===== config.mk =====
export PLATFORM = sky130hd
export DESIGN_NAME = opc7_intc
export DESIGN_NICKNAME = d
export VERILOG_FILES = /design/src/rtl/opc7_intc.sv
export SDC_FILE = /design/constraint.sdc
export NUM_CORES = 1
export LEC_CHECK = 0
export ABC_AREA = 1
export ABC_CLOCK_PERIOD_IN_PS = 1200
export CORE_MARGIN = 2
export CORE_UTILIZATION = 35
export CTS_BUF_LIST = sky130_fd_sc_hd__clkbuf_4 sky130_fd_sc_hd__clkbuf_8 sky130_fd_sc_hd__clkbuf_16
export CTS_CLUSTER_SIZE = 14
export DETAILED_ROUTE_END_ITERATION = 12
export PLACE_DENSITY_LB_ADDON = 0.3
export SYNTH_ARGS = -nofsm -noshare
export SYNTH_HDL_FRONTEND = slang
export SYNTH_SLANG_ARGS = --single-unit

===== constraint.sdc =====
create_clock -name clk -period 1.2 [get_ports clk]
set_input_delay 0.12 -clock clk [delete_from_list [all_inputs] [get_ports clk]]
set_output_delay 0.12 -clock clk [all_outputs]
set_load 0.02 [all_outputs]

===== src/rtl/opc7_intc.sv =====
// opc7_intc: memory-mapped interrupt controller for the OPC7 CPU.
// Synchronises, latches, masks and routes sources onto two active-low lines.
module opc7_intc #(
    parameter int          NSRC = 8,
    parameter logic [19:0] BASE = 20'h0FF00
) (
    input  logic            clk,
    input  logic            reset_b,
    input  logic            clken,
    input  logic [19:0]     address,
    input  logic [31:0]     wdata,
    input  logic            rnw,
    input  logic            vio,
    input  logic [NSRC-1:0] irq_in,
    output logic [31:0]     rdata,
    output logic [1:0]      int_b
);

    localparam logic [2:0] OFF_PEND  = 3'd0;
    localparam logic [2:0] OFF_MASK  = 3'd1;
    localparam logic [2:0] OFF_LEVEL = 3'd2;
    localparam logic [2:0] OFF_MODE  = 3'd3;
    localparam logic [2:0] OFF_ID    = 3'd4;
    localparam logic [2:0] OFF_SWSET = 3'd5;

    logic            sel;
    logic [2:0]      off;
    logic            we;
    logic [NSRC-1:0] wsrc;

    logic [NSRC-1:0] s1, s2, s3;
    logic [NSRC-1:0] pend, mask, level, mode;
    logic [NSRC-1:0] rise, w1c, swset, pend_nxt;
    logic [NSRC-1:0] active, act1, act0;
    logic [3:0]      idx1, idx0;
    logic [31:0]     id;

    logic unused;
    assign unused = ^wdata[31:NSRC];

    assign sel  = vio & (address[19:3] == BASE[19:3]);
    assign off  = address[2:0];
    assign we   = clken & sel & ~rnw;
    assign wsrc = wdata[NSRC-1:0];

    assign rise  = s2 & ~s3;
    assign w1c   = (we && off == OFF_PEND)  ? wsrc : '0;
    assign swset = (we && off == OFF_SWSET) ? wsrc : '0;

    // Edge sources: set beats clear. Level sources mirror s2.
    assign pend_nxt = (mode & ((pend & ~w1c) | rise | swset))
                    | (~mode & s2);

    assign active = pend & mask;
    assign act1   = active & level;
    assign act0   = active & ~level;

    always_ff @(posedge clk or negedge reset_b) begin
        if (!reset_b) begin
            s1    <= '0;
            s2    <= '0;
            s3    <= '0;
            pend  <= '0;
            mask  <= '0;
            level <= '0;
            mode  <= '0;
            int_b <= 2'b11;
        end else if (clken) begin
            s1    <= irq_in;
            s2    <= s1;
            s3    <= s2;
            pend  <= pend_nxt;
            if (we && off == OFF_MASK)  mask  <= wsrc;
            if (we && off == OFF_LEVEL) level <= wsrc;
            if (we && off == OFF_MODE)  mode  <= wsrc;
            int_b <= {~|act1, ~|act0};
        end
    end

    // Descending scan leaves the lowest active index in each group.
    always_comb begin
        idx1 = '0;
        idx0 = '0;
        for (int i = NSRC - 1; i >= 0; i--) begin
            if (act1[i]) idx1 = 4'(i);
            if (act0[i]) idx0 = 4'(i);
        end
        id = '0;
        if (|act1)
            id = {1'b1, 26'b0, 1'b1, idx1};
        else if (|act0)
            id = {1'b1, 26'b0, 1'b0, idx0};
    end

    always_comb begin
        rdata = '0;
        if (sel && rnw) begin
            unique case (off)
                OFF_PEND:  rdata = 32'(pend);
                OFF_MASK:  rdata = 32'(mask);
                OFF_LEVEL: rdata = 32'(level);
                OFF_MODE:  rdata = 32'(mode);
                OFF_ID:    rdata = id;
                default:   rdata = '0;
            endcase
        end
    end

endmodule


Fig. 1: run 1, cell area per tile
Scale: 4 px per µm. 10 x 10 tiles, from black (low) to pale yellow (high), 0 to 100% covered.
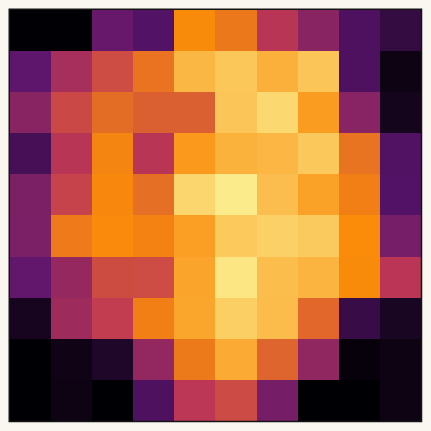
tiles over 75% full: 28%
emptiest ninth of the die: bottom left
nearly empty tiles: 8.0%
densest ninth of the die: middle
mean over tiles: 51%
core area: 0.009594 mm²
Layout Utilization: 57.60%

Fig. 2: run 1, clock nets
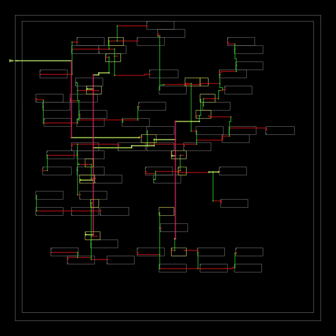
Flops: 58
Late-Pin Clk Latency: 0.34 ns
clock network power: 0.00175 W
clock sink total: 58
total CTS buffers: 9

==> results.yml, run 1 <==
# yosys + openroad results
power:
  p_comb_share_pct: 16.5
  ir_worst_vdd_mv: 0.6024
  p_per_area_mw_per_mm2: 851.7
  seqPwrFrac_pct: 46.2
  p_comb_w: 0.000779
  p_total_w: 0.004707
  power.switching_w: 0.001311
  seq_power_w: 0.00218
worst_setup_path:
  cp-start-kind: "flop"
  cp_num_buf_inv: 1
  cp.arrival_ns: 1.74
  crit_end: "rdata[0]"
  r2r_end: "int_b[0]$_DFFE_PN1P_"
  critical-path-slowest-cell: "dfrtp_1"
  worstSetupEndpointType: "output port"
  r2r_cells: 9
  critPathTopFamily: "simple AND/OR/NAND/NOR gates"
  cp.depth: 13
route:
  ant_nets: 0
  drt_iter0_markers: 190
  dr_wl_met2_um: 5091
  vias_per_cell: 4.750
  route.met3.wl_um: 584
yosys:
  ys_top_cells_by_count: "nand2_1 (149), inv_1 (61), dfrtp_1 (56)"
  ys_chip_area_mm2: 0.003407
  synth_cell_types: 30
  ys_async_sr_fraction_pct: 100.0
  syn_area_per_cell_um2: 7.407
  top_cells_by_area: "dfrtp_1 (41%), nand2_1 (16%), inv_1 (6.7%)"
  ys_ff: 58
final_layout:
  comb-cell-share_pct: 38.19
  flop_area_mm2: 0.001458
  final-clk-cell-share_pct: 3.532
  fin_cells: 743
  area_growth_pct: 62.21
  clkbuf_count: 15
  sh_seq_area_pct: 26.38
  num-multi-input-gates: 327
  buf_share_pct: 24.56
  fin_area_mm2: 0.005527
run_status:
  status: "complete, but fails checks"
  violations: "setup timing"
grt:
  grt_pass1_vias: 3278
  grt.busiest_layer: "met2"
  antenna_found_initial: 0
  grt_max_degree: 59
  grtUsageMet1_pct: 25.57
  grt-ovfl-total: 0
sta:
  tns_ns: -5.537
  finalClockSkew_ns: 0.009932
  timing.final.ws_setup_ns: -0.6558
  timing.hold.ws_ns: 0.3003
  rsz0062_at_grt: "true"
  fmax_ghz: 0.5388
  fin_crit_sh_pct: 154.7
  setup_viol: 35
  final_max_slew_viol_count: 0
clock_tree:
  clockRootBuffer: "clkbuf_8"
  cts_hold_buffers: 1
  cts_tree: "built"
  htree_num_levels: 3
  cts_resized: 203
  post_cts_buffers: 23
  clkTransAtPathRegs_ns: 0.07
place:
  place.gp.congestion: 0.8251
  dp.cells: 701
  place_hpwl_um: 6624
floorplanning:
  taps: 133
  fp-row-count: 36
  initial_utilization_pct: 35.51
Fig. 3: run 1, routed metal, one colour a layer
Scale: 3 px per µm.
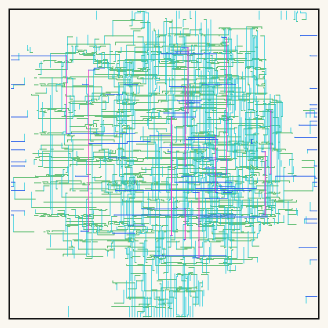
| colour | layer | wire length |
|---|---|---|
| green | M1 | 4400 µm |
| cyan | M2 | 5090 µm |
| blue | M3 | 584 µm |
| magenta | M4 | 306 µm |
GRT Util Overall: 19.68%
DR vias: 3529
Routed WL: 10380 µm
wire length per cell: 13.97 µm

==> run 1: cell usage in the layout (no fill, tap or decap), types with 7 or more instances in the layout <==
cell type / n
o21ai_0: 17
nand2_2: 23
nand4_1: 16
a21oi_1: 17
o21ai_2: 20
inv_2: 12
nor2_2: 7
nand3_1: 12
o21ai_1: 8
inv_1: 47
nand2_4: 12
clkdlybuf4s50_1: 16
buf_6: 28
conb_1: 23
buf_4: 73
clkbuf_8: 12
dfrtp_1: 53
nor2_4: 7
buf_2: 15
nand3_2: 16
nand2_1: 115
==> run 1: cells by family after synthesis <==
logic type / synth area share [%]
other cells: 0.1101
flops: 42.67
compound gates: 13.96
simple gates: 28.94
buf+inv: 14.32
Fig. 4: run 1, cell classes on the final placement
Scale: 3 px per µm.
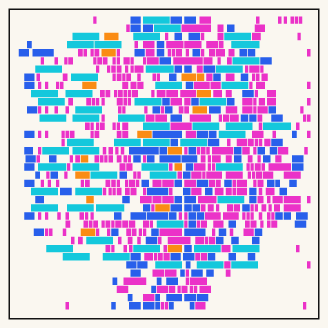

==> run 2, diff against run 1 <==
--- a/config.mk
+++ b/config.mk
@@ -8,7 +8,7 @@
 export ABC_AREA = 1
 export ABC_CLOCK_PERIOD_IN_PS = 1200
 export CORE_MARGIN = 2
-export CORE_UTILIZATION = 35
+export CORE_UTILIZATION = 43
 export CTS_BUF_LIST = sky130_fd_sc_hd__clkbuf_4 sky130_fd_sc_hd__clkbuf_8 sky130_fd_sc_hd__clkbuf_16
 export CTS_CLUSTER_SIZE = 14
 export DETAILED_ROUTE_END_ITERATION = 12
Fig. 5: run 2, cell classes on the final placement
Scale: 3 px per µm.
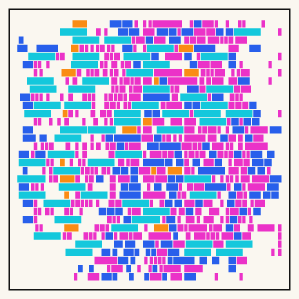
| colour | class | cells | share of their area |
|---|---|---|---|
| orange | clock drivers and dummy loads | 16 | 3.1% |
| cyan | registers | 58 | 28% |
| blue | remaining buffers and delay cells | 144 | 25% |
| magenta | remaining logic cells | 388 | 44% |
core area: 0.007687 mm²
site row count: 32
Layout Utilization: 70.12%
final instance area: 0.005390 mm²

==> results.yml, run 2 <==
# yosys + openroad results
yosys:
  ys_top_logic_family: "simple AND/OR/NAND/NOR gates"
  ys_sh_xor_pct: 0
  ys_async_sr_fraction_pct: 100.0
  ys_sh_mux_pct: 0
  top_cells_by_area: "dfrtp_1 (41%), nand2_1 (16%), inv_1 (6.7%)"
  ys_chip_area_mm2: 0.003407
  yosys.area_share.simple_pct: 28.94
sta:
  tns_ns: -6.422
  rsz0062_at_grt: "true"
  fin_crit_sh_pct: 160.7
  timing.hold.ws_ns: 0.3001
  finalClockSkew_ns: 0.006956
  timing.final.ws_setup_ns: -0.7286
  setup_viol: 28
  final_max_slew_viol_count: 0
worst_setup_path:
  worstSetupEndpointType: "output port"
  cp-start-kind: "flop"
  cp.arrival_ns: 1.81
  critical-path-slowest-cell: "dfrtp_1"
final_layout:
  flop_area_mm2: 0.001455
  num-multi-input-gates: 327
  sh_seq_area_pct: 27.00
  clkbuf_count: 10
  final-clk-cell-share_pct: 3.064
  area_growth_pct: 58.21
  buf_share_pct: 24.40
  comb-cell-share_pct: 38.56
  flops: 58
  lay_top_cells: "nand2_1 (119), buf_4 (73), dfrtp_1 (55)"
  fin_cells: 708
grt:
  grt.busiest_layer: "met2"
  grt_use_total_pct: 23.47
  grt_pass1_vias: 3285
  grtUsageMet1_pct: 30.97
route:
  drt_iter0_markers: 181
  wl_um: 10980
floorplanning:
  initial_utilization_pct: 44.32
run_status:
  violations: "setup timing"
  status: "complete, but fails checks"
clock_tree:
  htree_num_levels: 3
  cts_tree: "built"
  clockRootBuffer: "clkbuf_8"
  cts_num_sinks: 58
  clkLatencyLatePin_ns: 0.34
place:
  dp.cells: 667
Fig. 6: run 2, I/O pins on the die edge
Scale: 4 px per µm. Pins as bars across the die edge, other pins in grey.
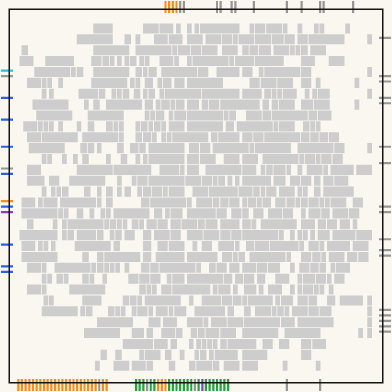
| colour | port | pins | direction | edge |
|---|---|---|---|---|
| purple | int_b | 2 | output | 1 left, 1 bottom |
| green | address | 20 | input | bottom |
| cyan | clk | 1 | input | left |
| blue | irq_in | 8 | input | left |
| orange | wdata | 32 | input | 27 bottom, 4 top, 1 left |
DIE WIDTH: 93.01 µm
IO Port Bufs: 51
Die Span Y: 93.01 µm

[run 2: repair_timing]
action | CTS | global route
endpoints found under the hold margin | 56 | 0
hold buffers | 1 | 0
buffers inserted | 17 | 16
pin swaps | 29 | 25
endpoints found under the setup margin | 45 | 43
gates cloned | 0 | 4
gates resized | 185 | 68
[run 2: critical path, delay by kind of cell (launching register included)]
kind	cells	cell delay (ns)
simple gates	7	0.62
flops	1	0.47
buf+inv	2	0.23
compound gates	1	0.14
[run 2: cells by family after synthesis]
group,Yosys count
other,1
DFF,58
and+or+nand+nor,222
buffers and inverters,98
AOI/OAI and AO/OA,81
[run 2: power breakdown]
| part | internal, W | switching [W] |
|---|---|---|
| registers | 0.00209 | 0.0000988 |
| logic | 0.000324 | 0.000460 |
| clock network | 0.000756 | 0.000813 |
Fig. 7: run 2, routed metal, one colour a layer
Scale: 3 px per µm.
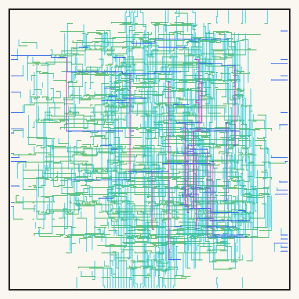

==> run 3, diff against run 2 <==
--- a/config.mk
+++ b/config.mk
@@ -6,9 +6,9 @@
 export NUM_CORES = 1
 export LEC_CHECK = 0
 export ABC_AREA = 1
-export ABC_CLOCK_PERIOD_IN_PS = 1200
+export ABC_CLOCK_PERIOD_IN_PS = 2100
 export CORE_MARGIN = 2
-export CORE_UTILIZATION = 43
+export CORE_UTILIZATION = 48
 export CTS_BUF_LIST = sky130_fd_sc_hd__clkbuf_4 sky130_fd_sc_hd__clkbuf_8 sky130_fd_sc_hd__clkbuf_16
 export CTS_CLUSTER_SIZE = 14
 export DETAILED_ROUTE_END_ITERATION = 12
==> constraint.sdc (replaced) <==
create_clock -name clk -period 2.1 [get_ports clk]
set_input_delay 0.21 -clock clk [delete_from_list [all_inputs] [get_ports clk]]
set_output_delay 0.21 -clock clk [all_outputs]
set_load 0.02 [all_outputs]
Fig. 8: run 3, routed metal, one colour a layer
Scale: 3 px per µm.
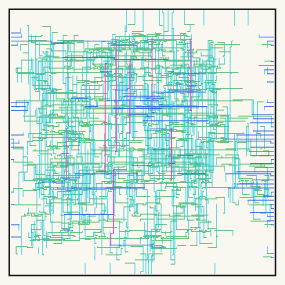
| colour | layer | wire length |
|---|---|---|
| magenta | M4 | 206 µm |
| green | M1 | 3480 µm |
| cyan | M2 | 4450 µm |
| blue | M3 | 670 µm |
Routed WL: 8804 µm
wire length per cell: 13.46 µm
GRT Util Overall: 25.16%
DR vias: 3329

Fig. 9: run 3, cell area per tile
Scale: 4 px per µm. 9 x 9 tiles, from black (low) to pale yellow (high), 0 to 100% covered.
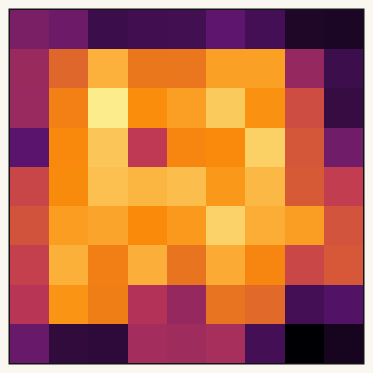
fullest tile: 96%
densest ninth of the die: middle
tiles over 75% full: 31%
nearly empty tiles: 1.2%
mean over tiles: 56%
fp util: 49.87%
Layout Utilization: 65.26%

==> results.yml, run 3 <==
# yosys + openroad results
final_layout:
  antennaDiodeCount: 0
  buf_share_pct: 19.06
  num-multi-input-gates: 326
  area_growth_pct: 30.85
  clkbuf_count: 12
  nNetsFinal: 618
  lay_top_count: "nand2_1"
  fin_area_mm2: 0.004458
  flop_area_mm2: 0.001455
  comb-cell-share_pct: 35.25
  fill_cells: 592
  buffers: 97
  sh_seq_area_pct: 32.64
  fin_cells: 654
  lay_top_cells: "nand2_1 (148), inv_1 (57), dfrtp_1 (55)"
  inverters: 61
  final-clk-cell-share_pct: 5.220
  flops: 58
floorplanning:
  die_h_um: 88.25
  core_mm2: 0.006832
  fp-row-count: 30
  taps: 96
  die_width_um: 88.25
sta:
  timing.hold.ws_ns: 0.2341
  fmax_ghz: 0.4820
  rsz0062_at_grt: "true"
  fin_crit_sh_pct: 98.79
  tns_ns: 0
  timing.final.ws_setup_ns: 0.02537
  finalClockSkew_ns: 0.01116
  setup_viol: 0
  final_max_slew_viol_count: 0
power:
  power.switching_w: 0.0007238
  seq_power_w: 0.00124
  switching_share_pct: 25.60
  seqPwrFrac_pct: 44.0
  leakagePower_nw: 2.146
  top_power_group: "registers"
  p_total_w: 0.002827
  p_comb_w: 0.000387
  p_comb_share_pct: 13.7
  intPower_w: 0.002103
  pg_clk_w: 0.00120
  p_clk_share_pct: 42.4
clock_tree:
  htree_num_levels: 3
  clockRootBuffer: "clkbuf_8"
  clkTransAtPathRegs_ns: 0.07
  cts_num_sinks: 58
  cts_resized: 32
  post_cts_buffers: 0
  cts_tree: "built"
  clkLatencyLatePin_ns: 0.34
  cts_hold_buffers: 1
worst_setup_path:
  critPathTopFamily: "buffers and inverters"
  worstSetupEndpointType: "output port"
  cp.arrival_ns: 1.86
  crit_fanout: 8
  cp_num_buf_inv: 3
  critical-path-slowest-cell: "clkdlybuf4s50_1"
  cp-start-kind: "input pin"
route:
  drt_iter0_markers: 209
  vias_per_cell: 5.090
  dr_wl_met2_um: 4449
  drt-met1-wl_um: 3479
yosys:
  ys_seq_share_pct: 42.67
  ys_chip_area_mm2: 0.003407
  ys_async_sr_fraction_pct: 100.0
  synth_top_cell_by_area: "dfrtp_1"
  synth_area_mm2: 0.003407
  top_cells_by_area: "dfrtp_1 (41%), nand2_1 (16%), inv_1 (6.7%)"
  syn_area_per_cell_um2: 7.407
  top_cell: "nand2_1"
grt:
  grt_max_degree: 53
  antenna_found_initial: 0
  grt_first_pass_wirelength_um: 14950
  grtUsageMet1_pct: 29.71
  grt.busiest_layer: "met2"
  grt_pass1_vias: 3373
place:
  dp.cells: 637
  port_buffers: 51
run_status:
  status: "finished clean"
min_path:
  min_path_type: "in -> async"
run 3: kinds of logic after synthesis:
group | after synthesis | synth area share [%]
flops | 58 | 42.67
simple gates | 222 | 28.94
compound gates | 81 | 13.96
other cells | 1 | 0.1101
buf+inv | 98 | 14.32
run 3: worst paths after layout:
check                           cells past startpoint           startpoint  slack (ns)              endpoint
worst min-delay path                                2              reset_b        0.23  level[6]$_DFFE_PN0P_
worst min register to register                      2    s1[1]$_DFFE_PN0P_        0.47     s1[1]$_DFFE_PN0P_
min in group clk                                    3            irq_in[1]        0.40     s1[1]$_DFFE_PN0P_
worst max-delay path                                8          address[15]        0.03              rdata[4]
worst max register to register                      8  pend[0]$_DFFE_PN0P_        0.63  int_b[0]$_DFFE_PN1P_
max in group asynchronous                           3              reset_b        1.30  int_b[0]$_DFFE_PN1P_
Power and IR drop assume default switching activity.
